--- config.mk ---
export PLATFORM = sky130hd
export DESIGN_NAME = apb_uart_cmd_master_flat
export DESIGN_NICKNAME = d
export VERILOG_FILES = /design/src/rtl/apb_uart_cmd_master_if.sv /design/src/rtl/apb_uart_cmd_master.sv /design/src/flat_wrapper.sv
export SDC_FILE = /design/constraint.sdc
export NUM_CORES = 1
export LEC_CHECK = 0
export CAP_MARGIN = 20
export CORE_MARGIN = 2
export CORE_UTILIZATION = 45
export DETAILED_ROUTE_END_ITERATION = 16
export HOLD_SLACK_MARGIN = 0.12
export PLACE_DENSITY = 0.74
export SLEW_MARGIN = 20
export SYNTH_ARGS = -nofsm -noshare
export SYNTH_HDL_FRONTEND = slang
export SYNTH_SLANG_ARGS = --single-unit
--- constraint.sdc ---
create_clock -name PCLK -period 1.92 [get_ports PCLK]
set_input_delay 0.288 -clock PCLK [delete_from_list [all_inputs] [get_ports PCLK]]
set_output_delay 0.288 -clock PCLK [all_outputs]
set_load 0.02 [all_outputs]
--- src/rtl/apb_uart_cmd_master_if.sv ---
// Bus bundle for apb_uart_cmd_master: the UART byte handshakes plus the APB initiator signals.
interface apb_uart_cmd_master_if #(
  parameter int ADDR_WIDTH = 5
);
  logic [7:0]            rx_data;
  logic                  rx_valid;
  logic [7:0]            tx_data;
  logic                  tx_valid;
  logic                  tx_ready;
  logic [ADDR_WIDTH-1:0] PADDR;
  logic                  PSEL;
  logic                  PENABLE;
  logic                  PWRITE;
  logic [7:0]            PWDATA;
  logic [7:0]            PRDATA;
  logic                  PREADY;
  logic                  PSLVERR;

  modport master (
    input  rx_data, rx_valid, tx_ready, PRDATA, PREADY, PSLVERR,
    output tx_data, tx_valid, PADDR, PSEL, PENABLE, PWRITE, PWDATA
  );

  modport slave (
    output rx_data, rx_valid, tx_ready, PRDATA, PREADY, PSLVERR,
    input  tx_data, tx_valid, PADDR, PSEL, PENABLE, PWRITE, PWDATA
  );
endinterface

--- src/rtl/apb_uart_cmd_master.sv ---
// UART byte-command to APB initiator: one command byte (+ data byte for writes) -> one APB transfer -> status/data bytes.
// Optional macro APB_CMD_BYTE_TIMEOUT_EN adds a WAIT_DATA inter-byte timeout reported as status 0x18.
module apb_uart_cmd_master #(
  parameter int ADDR_WIDTH     = 5,
  parameter int TIMEOUT_CYCLES = 255,
  parameter int BYTE_TIMEOUT   = 1000
) (
  input  logic                  PCLK,
  input  logic                  PRESET,
  apb_uart_cmd_master_if.master bus,
  output logic                  busy,
  output logic                  cmd_drop
);

  typedef enum logic [2:0] {
    S_IDLE,
    S_WAIT_DATA,
    S_SETUP,
    S_ACCESS,
    S_RESP_STAT,
    S_RESP_DATA
  } state_t;

  localparam logic [7:0]  STAT_OK  = 8'h06;
  localparam logic [7:0]  STAT_ERR = 8'h15;
  localparam logic [7:0]  STAT_TO  = 8'h18;
  localparam logic [15:0] TO_LAST  = (TIMEOUT_CYCLES == 0) ? 16'd0 : 16'(TIMEOUT_CYCLES - 1);

  state_t                r_state;
  state_t                w_next_state;
  logic [ADDR_WIDTH-1:0] r_addr;
  logic                  r_write;
  logic [7:0]            r_wdata;
  logic [7:0]            r_rdata;
  logic [7:0]            r_status;
  logic [15:0]           r_tcnt;
  logic                  r_cmd_drop;
  logic                  w_drop;
  logic                  w_access_to;
  logic                  w_byte_to;

  // Counter value TO_LAST is the last ACCESS cycle allowed; 0 disables the abort.
  assign w_access_to = (TIMEOUT_CYCLES != 0) && (r_tcnt == TO_LAST);

`ifdef APB_CMD_BYTE_TIMEOUT_EN
  localparam logic [15:0] BYTE_LAST = 16'(BYTE_TIMEOUT - 1);
  logic [15:0] r_byte_cnt;

  assign w_byte_to = (r_state == S_WAIT_DATA) && !bus.rx_valid && (r_byte_cnt == BYTE_LAST);

  always_ff @(posedge PCLK or posedge PRESET) begin
    if (PRESET) begin
      r_byte_cnt <= '0;
    end else if (r_state != S_WAIT_DATA) begin
      r_byte_cnt <= '0;
    end else if (!bus.rx_valid) begin
      r_byte_cnt <= r_byte_cnt + 16'd1;
    end
  end
`else
  localparam int unused_byte_timeout = BYTE_TIMEOUT;
  assign w_byte_to = 1'b0;
`endif

  always_ff @(posedge PCLK or posedge PRESET) begin
    if (PRESET) r_state <= S_IDLE;
    else        r_state <= w_next_state;
  end

  // NOTE: every signal gets a default before the case so no path leaves it unassigned and infers a latch.
  always_comb begin
    w_next_state = r_state;
    w_drop       = 1'b0;
    unique case (r_state)
      S_IDLE: begin
        if (bus.rx_valid) w_next_state = bus.rx_data[7] ? S_WAIT_DATA : S_SETUP;
      end
      S_WAIT_DATA: begin
        if (bus.rx_valid) begin
          w_next_state = S_SETUP;
        end else if (w_byte_to) begin
          w_next_state = S_RESP_STAT;
          w_drop       = 1'b1;
        end
      end
      S_SETUP: begin
        w_next_state = S_ACCESS;
        w_drop       = bus.rx_valid;
      end
      S_ACCESS: begin
        if (bus.PREADY || w_access_to) w_next_state = S_RESP_STAT;
        w_drop = bus.rx_valid;
      end
      S_RESP_STAT: begin
        if (bus.tx_ready) w_next_state = (!r_write && r_status == STAT_OK) ? S_RESP_DATA : S_IDLE;
        w_drop = bus.rx_valid;
      end
      S_RESP_DATA: begin
        if (bus.tx_ready) w_next_state = S_IDLE;
        w_drop = bus.rx_valid;
      end
      default: w_next_state = S_IDLE;
    endcase
  end

  // Bus strobes decode straight from the state register so reset drops them asynchronously.
  always_comb begin
    bus.PSEL     = 1'b0;
    bus.PENABLE  = 1'b0;
    bus.tx_valid = 1'b0;
    bus.tx_data  = 8'h00;
    unique case (r_state)
      S_SETUP:     bus.PSEL = 1'b1;
      S_ACCESS: begin
        bus.PSEL    = 1'b1;
        bus.PENABLE = 1'b1;
      end
      S_RESP_STAT: begin
        bus.tx_valid = 1'b1;
        bus.tx_data  = r_status;
      end
      S_RESP_DATA: begin
        bus.tx_valid = 1'b1;
        bus.tx_data  = r_rdata;
      end
      default: ;
    endcase
  end

  assign bus.PADDR  = r_addr;
  assign bus.PWRITE = r_write;
  assign bus.PWDATA = r_wdata;
  assign busy       = (r_state != S_IDLE);
  assign cmd_drop   = r_cmd_drop;

  // NOTE: state-holding registers use non-blocking assignments so every flop samples pre-edge values.
  always_ff @(posedge PCLK or posedge PRESET) begin
    if (PRESET) begin
      r_addr     <= '0;
      r_write    <= 1'b0;
      r_wdata    <= 8'h00;
      r_rdata    <= 8'h00;
      r_status   <= 8'h00;
      r_tcnt     <= 16'd0;
      r_cmd_drop <= 1'b0;
    end else begin
      r_cmd_drop <= w_drop;
      if (r_state == S_IDLE && bus.rx_valid) begin
        r_addr  <= bus.rx_data[ADDR_WIDTH-1:0];
        r_write <= bus.rx_data[7];
      end
      if (r_state == S_WAIT_DATA && bus.rx_valid) r_wdata <= bus.rx_data;
      if (w_byte_to) r_status <= STAT_TO;
      if (w_next_state == S_SETUP) begin
        r_tcnt <= 16'd0;
      end else if (r_state == S_ACCESS) begin
        r_tcnt <= r_tcnt + 16'd1;
      end
      if (r_state == S_ACCESS) begin
        if (bus.PREADY) begin
          r_rdata  <= bus.PRDATA;
          r_status <= bus.PSLVERR ? STAT_ERR : STAT_OK;
        end else if (w_access_to) begin
          r_status <= STAT_TO;
        end
      end
    end
  end

endmodule

--- src/flat_wrapper.sv ---
// flat-port wrapper written by rule: the top's interface ports become plain ports
module apb_uart_cmd_master_flat 
#(
  parameter int ADDR_WIDTH     = 5,
  parameter int TIMEOUT_CYCLES = 255,
  parameter int BYTE_TIMEOUT   = 1000
)
  (PCLK, PRESET, busy, cmd_drop, bus_rx_data, bus_rx_valid, bus_tx_ready, bus_PRDATA, bus_PREADY, bus_PSLVERR, bus_tx_data, bus_tx_valid, bus_PADDR, bus_PSEL, bus_PENABLE, bus_PWRITE, bus_PWDATA);
  apb_uart_cmd_master_if #(.ADDR_WIDTH(ADDR_WIDTH)) bus_i ();
  input  logic PCLK;
  input  logic PRESET;
  output logic busy;
  output logic cmd_drop;
  input wire logic [$bits(bus_i.rx_data)-1:0] bus_rx_data;
  input wire logic [$bits(bus_i.rx_valid)-1:0] bus_rx_valid;
  input wire logic [$bits(bus_i.tx_ready)-1:0] bus_tx_ready;
  input wire logic [$bits(bus_i.PRDATA)-1:0] bus_PRDATA;
  input wire logic [$bits(bus_i.PREADY)-1:0] bus_PREADY;
  input wire logic [$bits(bus_i.PSLVERR)-1:0] bus_PSLVERR;
  output wire logic [$bits(bus_i.tx_data)-1:0] bus_tx_data;
  output wire logic [$bits(bus_i.tx_valid)-1:0] bus_tx_valid;
  output wire logic [$bits(bus_i.PADDR)-1:0] bus_PADDR;
  output wire logic [$bits(bus_i.PSEL)-1:0] bus_PSEL;
  output wire logic [$bits(bus_i.PENABLE)-1:0] bus_PENABLE;
  output wire logic [$bits(bus_i.PWRITE)-1:0] bus_PWRITE;
  output wire logic [$bits(bus_i.PWDATA)-1:0] bus_PWDATA;
  assign bus_i.rx_data = bus_rx_data;
  assign bus_i.rx_valid = bus_rx_valid;
  assign bus_i.tx_ready = bus_tx_ready;
  assign bus_i.PRDATA = bus_PRDATA;
  assign bus_i.PREADY = bus_PREADY;
  assign bus_i.PSLVERR = bus_PSLVERR;
  assign bus_tx_data = bus_i.tx_data;
  assign bus_tx_valid = bus_i.tx_valid;
  assign bus_PADDR = bus_i.PADDR;
  assign bus_PSEL = bus_i.PSEL;
  assign bus_PENABLE = bus_i.PENABLE;
  assign bus_PWRITE = bus_i.PWRITE;
  assign bus_PWDATA = bus_i.PWDATA;
  apb_uart_cmd_master #(.ADDR_WIDTH(ADDR_WIDTH), .TIMEOUT_CYCLES(TIMEOUT_CYCLES), .BYTE_TIMEOUT(BYTE_TIMEOUT)) u_core (.PCLK(PCLK), .PRESET(PRESET), .bus(bus_i), .busy(busy), .cmd_drop(cmd_drop));
endmodule
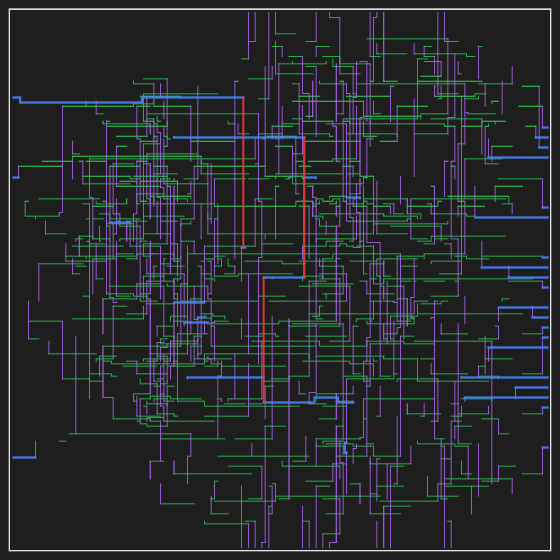
Figure 1: run 1, signal wires by layer.
| color | layer | wire length |
|---|---|---|
| blue | metal 3 | 185 microns |
| red | metal 4 | 56.4 microns |
| green | metal 1 | 2040 microns |
| purple | metal 2 | 2150 microns |
drt wl/cell: 14.30 microns
DRT Wirelength: 4432 microns

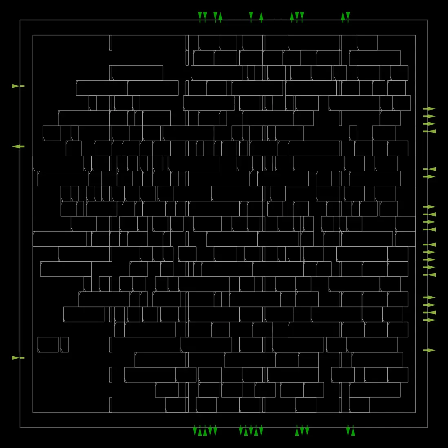
Figure 2: run 1, placement view.
# fillers: 410
fin cells: 310

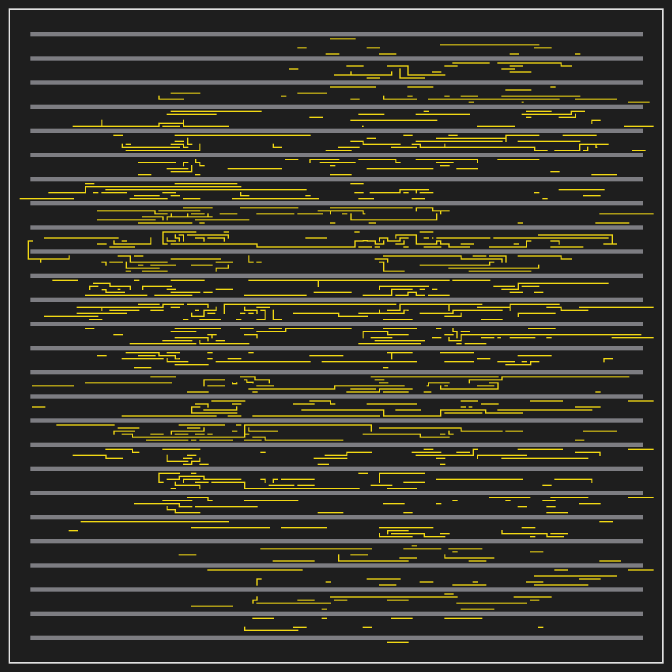
Figure 3: run 1, metal 1.
Supply wires on this layer in gray.
nets with wire on the layer: 254
share of all routed wire: 46%
longest straight run: 22.5 microns
wire length on this layer: 2040 microns
main direction: horizontal
via count: 1692
met1 routing resource usage after global routing: 23.17%

==> flow_metrics.env, run 1 <==
# yosys + openroad results
export IMPL_status="completed"
export IMPL_simple_gate_share_pct=17.06
export IMPL_period_needed_ns=1.859
export IMPL_clkbuf_count=6
export IMPL_worstPathCellList="buf_12, or3_1, dlygate4sd2_1"
export IMPL_yosys_area_share_adder_pct=1.153
export IMPL_busiest_layer="met2"
export IMPL_viasPerCell=5.458
export IMPL_yosys_warnings=0
export IMPL_met3_usage_pct=4.527
export IMPL_largest_area_cell="dfrtp_1"
export IMPL_num_rows=25
export IMPL_largest_class="registers"
export IMPL_clkSinkCount=47
export IMPL_netlist_top_cells_count="dfrtp_1, mux2_2, nor2_1"
export IMPL_internal_power_uw=2530
export IMPL_initial_core_util_pct=46.27
export IMPL_cts_tree="done"
export IMPL_combinationalPower_uw=1760
export IMPL_p_leak_uw=0.001299
export IMPL_grt_max_degree=32
export IMPL_p_per_area_nw_per_um2=1356
export IMPL_design_area_sq_um=2898
export IMPL_synth_cell_types=36
export IMPL_numPortBuffers=48
export IMPL_critPathKind="reg2out"
export IMPL_logic_family="simple AND/OR/NAND/NOR gates"
export IMPL_ant_nets=0
export IMPL_synth_cells=193
export IMPL_seq_share_pct=40.63
export IMPL_hold_viol=0
export IMPL_dr_wl_met3_microns=184
export IMPL_startpoint="u_core.r_state[0]"
export IMPL_cts_hold_buf=0
export IMPL_finalNetCount=279
export IMPL_critical_path_max_fanout=14
export IMPL_die_area_sq_um=5396
export IMPL_crit_arrival_ns=1.57
export IMPL_cts_path_max_buffers=2
export IMPL_p_clk_uw=634
export IMPL_lay_top_count="dfrtp_1"
export IMPL_dpl_cell_area_sq_um=2803
export IMPL_cts_htree_levels=2
export IMPL_largest_reg_flops=16
export IMPL_clk_pin_slew_worst_paths_ns=0.09
export IMPL_flop_cell="dfrtp_1"
export IMPL_hp_class="in2async"
export IMPL_globalplace_congestion=0.7743
export IMPL_p_clk_share_pct=16.1
==> run 2: changes to the inputs <==
Settings changed: CELL_PAD_IN_SITES_DETAIL_PLACEMENT set to 0, CELL_PAD_IN_SITES_GLOBAL_PLACEMENT set to 2, CORE_UTILIZATION 45 to 29.
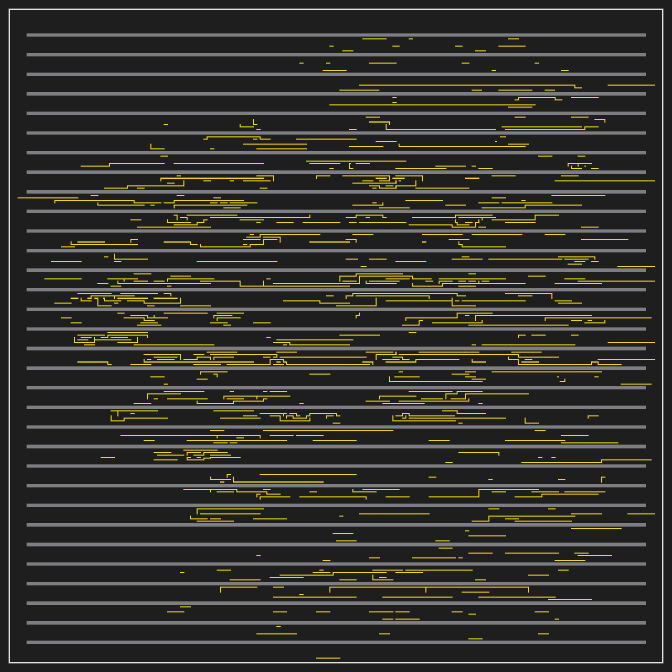
Figure 4: run 2, metal 1.
Supply wires on this layer in gray.
wire length on this layer: 2330 microns
nets with wire on the layer: 257
met1 routing resource usage after global routing: 16.10%
DRT Wirelength: 4769 microns

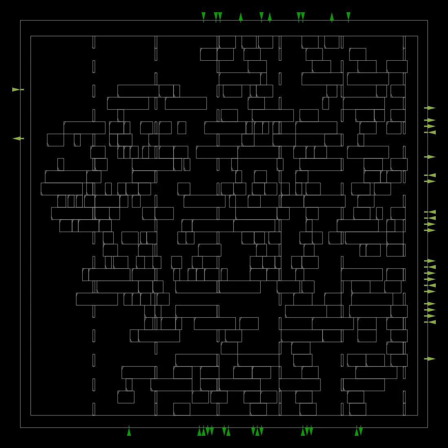
Figure 5: run 2, placement view.
TAP cells: 99
final core utilization: 41.06%
Core Area: 7253 sq um
# fillers: 772
Seq area share: 39.50%

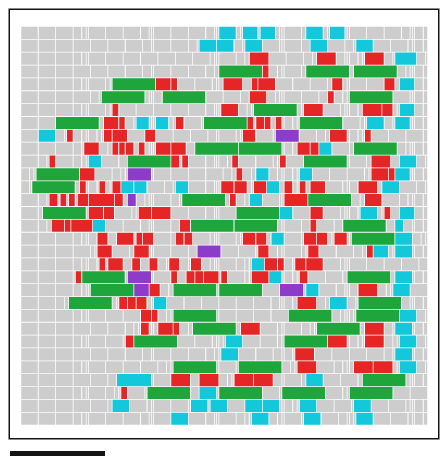
Figure 6: run 2, placement by cell class.
The bar under the picture is 20 microns long. Fill, decap, tap and diode cells in gray.
| color | class | cells | share of their area |
|---|---|---|---|
| red | combinational and other logic | 140 | 34% |
| purple | clock drivers and dummy loads | 7 | 2.9% |
| green | sequential cells | 47 | 41% |
| cyan | remaining buffers and delay cells | 67 | 22% |
fin area: 2978 sq um
std cell rows: 31

==> run 2 against run 1 <==
First-iteration DRC count down 49%. Sequential cell count is the same. Design area grew 2.8%. Cell count is 16% higher. Routed wire length up 7.6%. Die area increased by 52%. Critical path depth rose by 1. Worst hold slack improved by 0.060 ns. Non-clock buffer count grew 6. Fmax is 2.8% higher.
==> flow_metrics.env, run 2 <==
# yosys + openroad results
export IMPL_status="completed"
export IMPL_dr_pass1_iters=4
export IMPL_dpl_cell_area_sq_um=2884
export IMPL_ant_nets=0
export IMPL_globalplace_congestion=0.7697
export IMPL_vias=1666
export IMPL_die_area_sq_um=8194
export IMPL_synth_cell_area_sq_um=2171
export IMPL_topCellsByArea="dfrtp_1, mux2_2, nor2_1"
export IMPL_cts_hold_buf=0
export IMPL_netlist_top_cells_count="dfrtp_1, mux2_2, nor2_1"
export IMPL_flop_cell="dfrtp_1"
export IMPL_finalPower_uw=3893
export IMPL_largest_area_cell="dfrtp_1"
export IMPL_initial_core_util_pct=29.93
export IMPL_wl_per_cell_microns=13.25
export IMPL_p_per_area_nw_per_um2=1307
export IMPL_dr_wl_met3_microns=161
export IMPL_lay_top_count="dfrtp_1"
export IMPL_yosys_warnings=0
export IMPL_combinationalPower_uw=1790
export IMPL_most_common_cell="dfrtp_1"
export IMPL_worstPathCellList="nand3b_1, buf_4, inv_2, clkdlybuf4s15_1"
export IMPL_synth_cell_types=36
export IMPL_met1Wirelength_microns=2326
export IMPL_crit_cells=4
export IMPL_largest_class="registers"
export IMPL_r2r_start="u_core.r_state[2]"
export IMPL_viasPerCell=4.628
export IMPL_insertion_delay_ns=0.30
export IMPL_hold_viol=0
export IMPL_startpoint="u_core.r_state[2]"
export IMPL_clk_pin_slew_worst_paths_ns=0.09
export IMPL_internal_power_uw=2498
export IMPL_yosys_area_sq_um=2171
export IMPL_hp_class="in2async"
export IMPL_crit_arrival_ns=1.52
export IMPL_critPathKind="reg2out"
export IMPL_p_clk_share_pct=15.0
export IMPL_p_seq_share_pct=39.2
export IMPL_seq_area_frac_synth_pct=54.18
export IMPL_ir_drop_mv=0.4640
export IMPL_synth_cells=193
export IMPL_cts_tree="done"
export IMPL_cts_resized=12
export IMPL_routed_top_layer="met4"
export IMPL_busiest_layer="met2"
export IMPL_cp_end_kind="output port"
export IMPL_cts_path_max_buffers=2
export IMPL_finalNetCount=285
export IMPL_p_leak_uw=0.001336
export IMPL_clkbuf_count=5
export IMPL_yosys_area_share_adder_pct=1.153
export IMPL_met3_usage_pct=2.838
export IMPL_period_needed_ns=1.808
export IMPL_clkSinkCount=47
export IMPL_finalNonFillerCells=360
export IMPL_logic_family="simple AND/OR/NAND/NOR gates"
export IMPL_drcViolationCount=0
export IMPL_fmax_mhz=553.0
export IMPL_grt_max_degree=48
export IMPL_simple_gate_share_pct=17.06
export IMPL_cts_htree_levels=2
export IMPL_grt_pass1_vias=1657
export IMPL_switchingPower_uw=1395
export IMPL_p_clk_uw=583
export IMPL_xor_share_pct=4.035
export IMPL_setup_viol=0
export IMPL_critical_path_max_fanout=5
export IMPL_numPortBuffers=48
export IMPL_largest_reg_flops=16
